### Where the registers sit, run 1

Scale bar: 20 um. Other sequential cells in the stronger gray, the rest of the logic in the fainter gray.
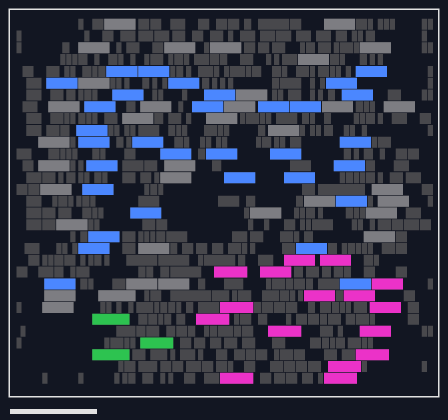
### Met1 routing, run 1

Scale bar: 20 um. Supply wires on this layer in gray. Cells faint in the background.
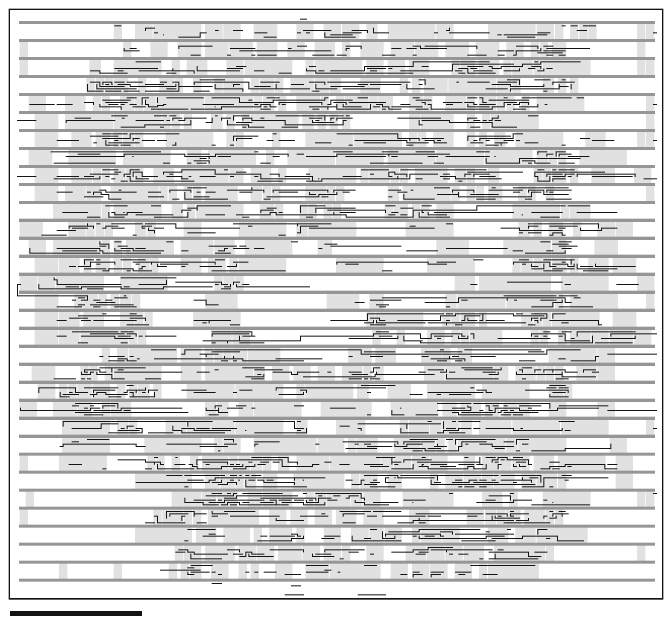
### Wires at chosen ports, followed through buffers, run 1

Scale bar: 20 um.
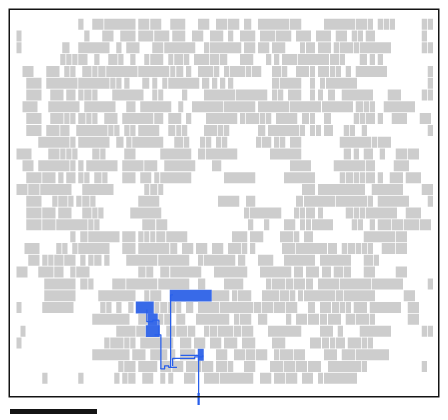
$ cat config.mk
export PLATFORM = sky130hd
export DESIGN_NAME = stream_phase_decoder_flat
export DESIGN_NICKNAME = d
export VERILOG_FILES = /design/src/rtl/stream_phase_decoder_if.sv /design/src/rtl/stream_phase_decoder.sv /design/src/flat_wrapper.sv
export SDC_FILE = /design/constraint.sdc
export NUM_CORES = 1
export LEC_CHECK = 0
export CORE_ASPECT_RATIO = 0.9
export CORE_UTILIZATION = 48
export CTS_BUF_LIST = sky130_fd_sc_hd__clkbuf_8
export DETAILED_ROUTE_END_ITERATION = 7
export PLACE_DENSITY = 0.86
export SYNTH_ARGS = -nofsm -noshare
export SYNTH_HDL_FRONTEND = slang
export SYNTH_SLANG_ARGS = --single-unit
$ cat constraint.sdc
create_clock -name clk -period 2.3 [get_ports clk]
set_input_delay 0.46 -clock clk [delete_from_list [all_inputs] [get_ports clk]]
set_output_delay 0.46 -clock clk [all_outputs]
set_load 0.1 [all_outputs]
$ cat src/rtl/stream_phase_decoder_if.sv
// Valid/ready word stream with a phase-0 sync marker, shared by the encoded
// input and the decoded output of stream_phase_decoder.
interface stream_phase_decoder_if #(
  parameter int WIDTH = 32
);
  logic             valid;
  logic             ready;
  logic [WIDTH-1:0] data;
  logic             sync;

  modport master (output valid, output data, output sync, input ready);
  modport slave  (input valid, input data, input sync, output ready);
endinterface

$ cat src/rtl/stream_phase_decoder.sv
// Receive side of the phase-inverting word encoder: phase tracking, sync lock,
// decode and a 2-entry output buffer. Macro STREAM_PHASE_DECODER_STATS_EN adds word_cnt.
module stream_phase_decoder #(
  parameter int WIDTH      = 32,
  parameter int PHASE_BITS = 3,
  parameter int PASS_PHASE = 1
) (
  input  logic                  clk,
  input  logic                  rst,
  stream_phase_decoder_if.slave  i_in,
  stream_phase_decoder_if.master o_out,
  output logic                  o_locked,
  output logic [PHASE_BITS-1:0] o_phase,
  output logic [15:0]           o_err_cnt,
  output logic [31:0]           o_word_cnt
);

  typedef enum logic {UNLOCKED, LOCKED} state_t;

  state_t                r_state, w_state_nxt;
  logic [PHASE_BITS-1:0] r_phase, w_phase_nxt, w_apply_phase;
  logic [15:0]           r_err_cnt;
  logic [WIDTH-1:0]      r_head_data, r_tail_data, w_dec_data;
  logic                  r_head_valid, r_tail_valid;
  logic                  w_in_ready, w_accept, w_push, w_pop, w_err;

  // Full only when the tail slot is occupied; pop readiness is deliberately ignored.
  assign w_in_ready = (r_state == UNLOCKED) ? 1'b1 : !r_tail_valid;
  assign w_accept   = i_in.valid && w_in_ready;
  assign w_pop      = r_head_valid && o_out.ready;

  always_comb begin
    w_state_nxt   = r_state;
    w_phase_nxt   = r_phase;
    w_apply_phase = r_phase;
    w_push        = 1'b0;
    w_err         = 1'b0;
    case (r_state)
      UNLOCKED: begin
        if (w_accept && i_in.sync) begin
          w_push        = 1'b1;
          w_apply_phase = '0;
          w_phase_nxt   = PHASE_BITS'(1);
          w_state_nxt   = LOCKED;
        end
      end
      LOCKED: begin
        if (w_accept) begin
          w_push = 1'b1;
          if (i_in.sync) begin
            w_apply_phase = '0;
            w_phase_nxt   = PHASE_BITS'(1);
            w_err         = (r_phase != '0);
          end else begin
            w_phase_nxt = r_phase + PHASE_BITS'(1);
          end
        end
      end
      default: w_state_nxt = UNLOCKED;
    endcase
  end

  assign w_dec_data = (w_apply_phase == PHASE_BITS'(PASS_PHASE)) ? i_in.data : ~i_in.data;

  always_ff @(posedge clk) begin
    if (rst) begin
      r_state   <= UNLOCKED;
      r_phase   <= '0;
      r_err_cnt <= '0;
    end else begin
      r_state <= w_state_nxt;
      r_phase <= w_phase_nxt;
      if (w_err && r_err_cnt != 16'hFFFF)
        r_err_cnt <= r_err_cnt + 16'd1;
    end
  end

  // Head register is the output itself; tail only fills when head is held.
  always_ff @(posedge clk) begin
    if (rst) begin
      r_head_data  <= '0;
      r_head_valid <= 1'b0;
      r_tail_data  <= '0;
      r_tail_valid <= 1'b0;
    end else if (w_pop) begin
      if (r_tail_valid) begin
        r_head_data  <= r_tail_data;
        r_tail_valid <= w_push;
        if (w_push)
          r_tail_data <= w_dec_data;
      end else if (w_push) begin
        r_head_data <= w_dec_data;
      end else begin
        r_head_valid <= 1'b0;
      end
    end else if (w_push) begin
      if (!r_head_valid) begin
        r_head_data  <= w_dec_data;
        r_head_valid <= 1'b1;
      end else begin
        r_tail_data  <= w_dec_data;
        r_tail_valid <= 1'b1;
      end
    end
  end

`ifdef STREAM_PHASE_DECODER_STATS_EN
  logic [31:0] r_word_cnt;
  always_ff @(posedge clk) begin
    if (rst)
      r_word_cnt <= '0;
    else if (w_pop)
      r_word_cnt <= r_word_cnt + 32'd1;
  end
  assign o_word_cnt = r_word_cnt;
`else
  assign o_word_cnt = '0;
`endif

  assign i_in.ready  = w_in_ready;
  assign o_out.valid = r_head_valid;
  assign o_out.data  = r_head_data;
  assign o_out.sync  = 1'b0;
  assign o_locked    = (r_state == LOCKED);
  assign o_phase     = r_phase;
  assign o_err_cnt   = r_err_cnt;

endmodule

$ cat src/flat_wrapper.sv
// flat-port wrapper written by rule: the top's interface ports become plain ports
module stream_phase_decoder_flat 
#(
  parameter int WIDTH      = 32,
  parameter int PHASE_BITS = 3,
  parameter int PASS_PHASE = 1
)
  (clk, rst, o_locked, o_phase, o_err_cnt, o_word_cnt, i_in_valid, i_in_data, i_in_sync, i_in_ready, o_out_valid, o_out_data, o_out_sync, o_out_ready);
  stream_phase_decoder_if #(.WIDTH(WIDTH)) i_in_i ();
  stream_phase_decoder_if #(.WIDTH(WIDTH)) o_out_i ();
  input  logic clk;
  input  logic rst;
  output logic o_locked;
  output logic [PHASE_BITS-1:0] o_phase;
  output logic [15:0] o_err_cnt;
  output logic [31:0] o_word_cnt;
  input wire logic [$bits(i_in_i.valid)-1:0] i_in_valid;
  input wire logic [$bits(i_in_i.data)-1:0] i_in_data;
  input wire logic [$bits(i_in_i.sync)-1:0] i_in_sync;
  output wire logic [$bits(i_in_i.ready)-1:0] i_in_ready;
  output wire logic [$bits(o_out_i.valid)-1:0] o_out_valid;
  output wire logic [$bits(o_out_i.data)-1:0] o_out_data;
  output wire logic [$bits(o_out_i.sync)-1:0] o_out_sync;
  input wire logic [$bits(o_out_i.ready)-1:0] o_out_ready;
  assign i_in_i.valid = i_in_valid;
  assign i_in_i.data = i_in_data;
  assign i_in_i.sync = i_in_sync;
  assign i_in_ready = i_in_i.ready;
  assign o_out_valid = o_out_i.valid;
  assign o_out_data = o_out_i.data;
  assign o_out_sync = o_out_i.sync;
  assign o_out_i.ready = o_out_ready;
  stream_phase_decoder #(.WIDTH(WIDTH), .PHASE_BITS(PHASE_BITS), .PASS_PHASE(PASS_PHASE)) u_core (.clk(clk), .rst(rst), .i_in(i_in_i), .o_out(o_out_i), .o_locked(o_locked), .o_phase(o_phase), .o_err_cnt(o_err_cnt), .o_word_cnt(o_word_cnt));
endmodule
==> results_dict.tcl, run 1 <==
# implementation run metrics
set metrics [dict create \
    design_area_um2 5100 \
    ys_ff 86 \
    cp_max_fo 3 \
    fmax_ghz 0.485 \
    worstPathArrival_ps 2340 \
    drive_above_1_share 0.180 \
    worstSetupEndpoint "u_core.o_err_cnt[15]" \
    maxSlewViolCount 0 \
    htree_levels 3 \
    root_buffer "clkbuf_8" \
    yosys_cells 514 \
    r2r_end "u_core.o_err_cnt[15]" \
    core_area_um2 8110 \
    ctsHoldBuffers 0 \
    hold_path_startpoint "u_core.r_tail_data[0]" \
    die_w_um 98.6 \
    slowest_stage "or4_1" \
    period_needed_ps 2060 \
    seq_cell_power_mw 1.61 \
    grt_remaining_overflow 0 \
    dpl.hpwl_um 6460 \
    cp-startpoint "u_core.o_phase[0]" \
    grt_pass1_wl_um 16500 \
    fin_ws_ps 238 \
    clock.latency.late_pin_ps 340 \
    ys_seq_share 0.427 \
    cts_made_buffers 9 \
    finalClockSkew_ps 10.9 \
    crit_chain "inv_2 > ha_1 > nor2b_1 > or3_4 > or3_4 > or4_1 > a21oi_1" \
    layout_top_cell "nor2_1" \
    outcome "finished, final reports clean" \
    cp.buffers_inverters 1 \
    chipArea_um2 8770 \
    top_power_group "registers" \
    io_pins 124 \
    grt_use_total 0.234 \
    initial_core_util 0.497 \
    netSwitchingFraction 0.389 \
    synth_area_per_cell_um2 7.84 \
    syn_area_um2 4030 \
    power_leakage_nw 2.15 \
    drtAntennaViolNets 0 \
    syn2layout_area_growth_pct 26.4 \
    rows 31 \
    maxCapViolations 0 \
    async_flop_share 0 \
    min_to "u_core.r_tail_data[0]" \
    path_clk_slew_ps 90 \
    cp.depth 7 \
    antenna_found_initial 0 \
    final_core_util 0.629 \
    drtIter0Drc 159 \
    setup_tns_ps 0 \
    cts_sinks 86 \
    p_comb_mw 1.13 \
    grt_max_degree 87 \
    r2r_start "u_core.o_phase[0]" \
    ff_type "dfxtp_1" \
    post-cts-setup-buffers 0 \
    timing_worst_setup_path_type "flip-flop to flip-flop" \
    startpoint_type "flip-flop" \
    power.share.clock 0.285 \
    hold_viol_final 0 \
    p_comb_frac 0.296 \
]
About 'Where the registers sit':
legend:
  u_core.o_phase:
    color: green
    placed_flops: 3
  u_core.o_err_cnt:
    color: magenta
    placed_flops: 16
  u_core.r_tail_data:
    color: blue
    placed_flops: 32
not colored: 35

About 'Met1 routing':
main direction: horizontal
longest straight run: 28.1 um
share of all routed wire: 43%

About 'Wires at chosen ports, followed through buffers':
legend:
  i_in_valid:
    color: blue
    bits: 1
    direction: input
    edge: bottom
    end_cells: 5
    buffers: 2
    wire: 62.7 um

run 1: cells by family after synthesis:
group / count (synthesis) / synth area share
other cells: 1 / 0.000930
simple gates: 251 / 0.279
mux: 1 / 0.00248
xor+xnor: 46 / 0.0999
flops: 86 / 0.427
compound gates: 57 / 0.0826
fa+ha+maj: 3 / 0.00931
buf+inv: 69 / 0.0987
run 1: stage by stage:
stage,total power [mW],std cells,hold WS [ps]
floorplan,2.56,546,436
global placement,2.75,687,442
detailed placement,2.77,687,447
CTS,3.85,703,460
global route,4.00,703,475
finish,3.83,703,460
run 1: cells in the mapped netlist (4+ instances only):
library cell and count:
buf_2 6, nor4_1 32, dfxtp_1 86, buf_4 33
xnor2_1 4, and3_1 4, o21ai_0 5, and4_1 4
nor2_1 114, nor3_1 4, o211ai_1 4, nand3_1 7
nand2_1 72, a21oi_1 36, clkbuf_1 24, inv_1 5
xor2_1 42
run 1: state kept, by name, summed over array words and instances, names as in the netlist:
name,cells
u_core.o_out.valid,1
u_core.r_tail_data,32
u_core.o_phase,3
u_core.o_out.data,32
u_core.o_locked,1
u_core.o_err_cnt,16
u_core.r_tail_valid,1
run 1: final cells by class:
class | count | area [um^2] | share of cell area
clock inverters | 6 | 68.8 | 0.0135
inverters | 5 | 18.8 | 0.00368
multi-input cells | 391 | 2060 | 0.404
clock buffers | 10 | 138 | 0.0270
well taps | 99 | 124 | 0.0243
repair buffers | 106 | 943 | 0.185
flip-flops and latches | 86 | 1740 | 0.342
run 1: layer usage:
metal / share of wire / vias up / global-route usage
met5: 0 / - / 0
met4: 0.0094 / 0 / 0.0896
li1: - / 1810 / -
met2: 0.51 / 140 / 0.419
met3: 0.051 / 10 / 0.0461
met1: 0.43 / 1758 / 0.284
==> run 2: changes to the inputs <==
- CELL_PAD_IN_SITES_DETAIL_PLACEMENT: not set -> 0
- CELL_PAD_IN_SITES_GLOBAL_PLACEMENT: not set -> 1
- CORE_UTILIZATION: 48 -> 28
- PLACE_DENSITY: 0.86 -> 0.73
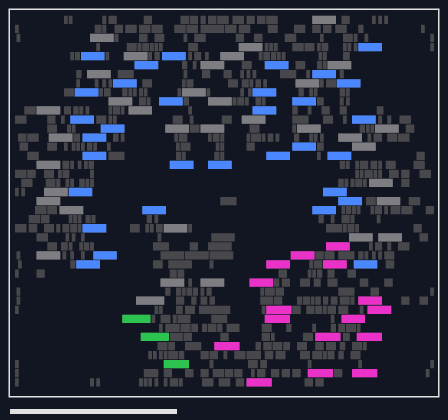
*Where the registers sit, run 2*
Scale bar: 50 um. Other sequential cells in the stronger gray, the rest of the logic in the fainter gray.
legend:
  u_core.o_phase:
    color: green
    placed_flops: 3
  u_core.r_tail_data:
    color: blue
    placed_flops: 32
  u_core.o_err_cnt:
    color: magenta
    placed_flops: 16
    where: bottom right
not colored: 35

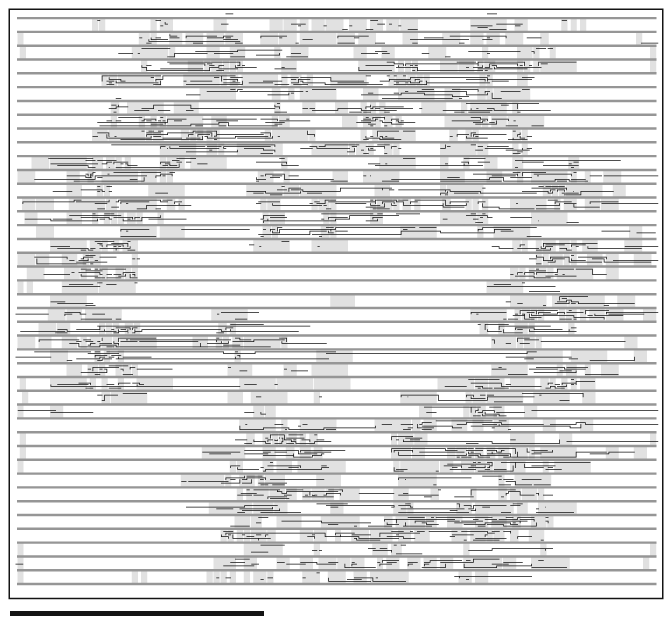
*Met1 routing, run 2*
Scale bar: 50 um. Supply wires on this layer in gray. Cells faint in the background.
nets with wire on the layer: 554
longest straight run: 41.9 um
wire length on this layer: 4830 um

==> run 2 against run 1 <==
  * Global-route usage fell by 9.4 points
  * Synthesized cell count did not move
  * Worst hold slack barely moved
  * Critical endpoint unchanged
  * Highest routed layer unchanged
  * Core utilization fell by 26 points
  * First-iteration DRC count rose by 32%
  * Worst setup slack improved by 29 ps
  * Die size rose by 70%
  * Area after synthesis did not move
  * Critical path depth fell by 1
  * Routed wire length rose by 1.6%
==> results_dict.tcl, run 2 <==
# implementation run metrics
set metrics [dict create \
    outcome "finished, final reports clean" \
    async_flop_share 0 \
    cp_max_fo 2 \
    ff_type "dfxtp_1" \
    ys_ff 86 \
    most_common_cell "nor2_1" \
    routedWlPerCell_um 12.5 \
    design_area_um2 5240 \
    synth.distinct_cells 38 \
    rows 41 \
    layout_top_cell "nor2_1" \
    hold-worst-slack_ps 460 \
    placed_area_um2 5060 \
    startpoint_type "input pin" \
    worst-r2r-cell-count 7 \
    cts_sinks 86 \
    warning_count 27 \
    drive_above_1_share 0.183 \
    htree_levels 3 \
    die_w_um 128 \
    final_core_util 0.373 \
    hold_viol_final 0 \
    cts_made_buffers 9 \
    path_clk_slew_ps 80 \
    fmax_ghz 0.492 \
    period_needed_ps 2030 \
    ctsHoldBuffers 0 \
    crit_chain "clkdlybuf4s50_1 > nand2_1 > or3_4 > or3_4 > or4_1 > a21oi_1" \
    core_area_um2 14100 \
    maxCapViolations 0 \
    stdcell_count 801 \
    yosys_cells 514 \
    antenna_found_initial 0 \
    dp.cells 785 \
    drtAntennaViolNets 0 \
    setup_tns_ps 0 \
    seq_cell_power_mw 1.60 \
    top_power_group "registers" \
    cp-startpoint "i_in_sync" \
    root_buffer "clkbuf_8" \
    r2r_start "u_core.o_phase[0]" \
    chipArea_um2 14900 \
    grt_max_degree 87 \
    grt_use_total 0.140 \
    wirelength_um 10100 \
    finalClockSkew_ps 13.9 \
    fin_ws_ps 267 \
    r2r_end "u_core.o_err_cnt[15]" \
    clock.latency.late_pin_ps 370 \
    power_leakage_nw 2.18 \
    timing_worst_setup_path_type "input pin to flip-flop" \
    maxSlewViolCount 0 \
    post-cts-setup-buffers 0 \
    clk-power_mw 0.985 \
    io_pins 124 \
    slowest_stage "clkdlybuf4s50_1" \
    syn2layout_area_growth_pct 30.0 \
    power.share.clock 0.263 \
    netSwitchingFraction 0.403 \
    p_comb_mw 1.15 \
    initial_core_util 0.287 \
    synth_area_per_cell_um2 7.84 \
    ys_seq_share 0.427 \
    syn_area_um2 4030 \
    top_cells_by_count "114 x nor2_1, 86 x dfxtp_1, 72 x nand2_1, 42 x xor2_1, 36 x a21oi_1" \
    worstSetupEndpoint "u_core.o_err_cnt[15]" \
    power_mw 3.74 \
    grt_remaining_overflow 0 \
    p_comb_frac 0.308 \
    drtIter0Drc 210 \
    worstPathArrival_ps 2330 \
    grt_pass1_wl_um 16200 \
    dpl.hpwl_um 6330 \
]
run 2: worst min-delay path by stage:
stage / from / endpoint / slack [ps]
6_report: u_core.r_tail_data[26] / u_core.r_tail_data[26] / 460
5_1_grt: u_core.r_tail_data[19] / u_core.r_tail_data[19] / 480
4_1_cts: u_core.r_tail_data[29] / u_core.r_tail_data[29] / 460
3_5_place_dp: u_core.r_tail_data[3] / u_core.r_tail_data[3] / 450
3_3_place_gp: u_core.r_tail_data[26] / u_core.r_tail_data[26] / 440
2_1_floorplan: u_core.r_tail_data[23] / u_core.r_tail_data[23] / 440
run 2: critical path, delay by kind of cell:
kind | cells | cell delay [ps]
simple gates | 4 | 1240
buf+inv | 1 | 480
compound gates | 1 | 150
run 2: logic make-up (layout without fill, tap and decap cells):
kind of cell             count (synthesis)  count (layout)  synth area share
buffers and inverters                   69             131            0.0987
flip-flops                              86              86             0.427
adder cells (fa/ha/maj)                  3               3           0.00931
AND/OR/NAND/NOR                        251             251             0.279
AND-OR/OR-AND                           57              57            0.0826
other                                    1              33          0.000930
multiplexers                             1               1           0.00248
XOR/XNOR                                46              46            0.0999
run 2: metal layers:
layer | up-vias | share of wire | global-route usage
met4 | 0 | 0.022 | 0.0682
li1 | 1819 | - | -
met3 | 16 | 0.037 | 0.0268
met2 | 89 | 0.46 | 0.224
met5 | - | 0 | 0
met1 | 1678 | 0.48 | 0.182
run 2: cell type report:
| type | count | area [um^2] | area share |
|---|---|---|---|
| clock inverter | 6 | 37.5 | 0.00717 |
| inverter | 5 | 18.8 | 0.00358 |
| sequential | 86 | 1740 | 0.333 |
| clock buffer | 10 | 138 | 0.0263 |
| timing repair buffer | 110 | 998 | 0.191 |
| multi-input combinational | 391 | 2060 | 0.393 |
| tap | 193 | 241 | 0.0461 |
No activity file was given, so power comes from the tool's default toggle rates.
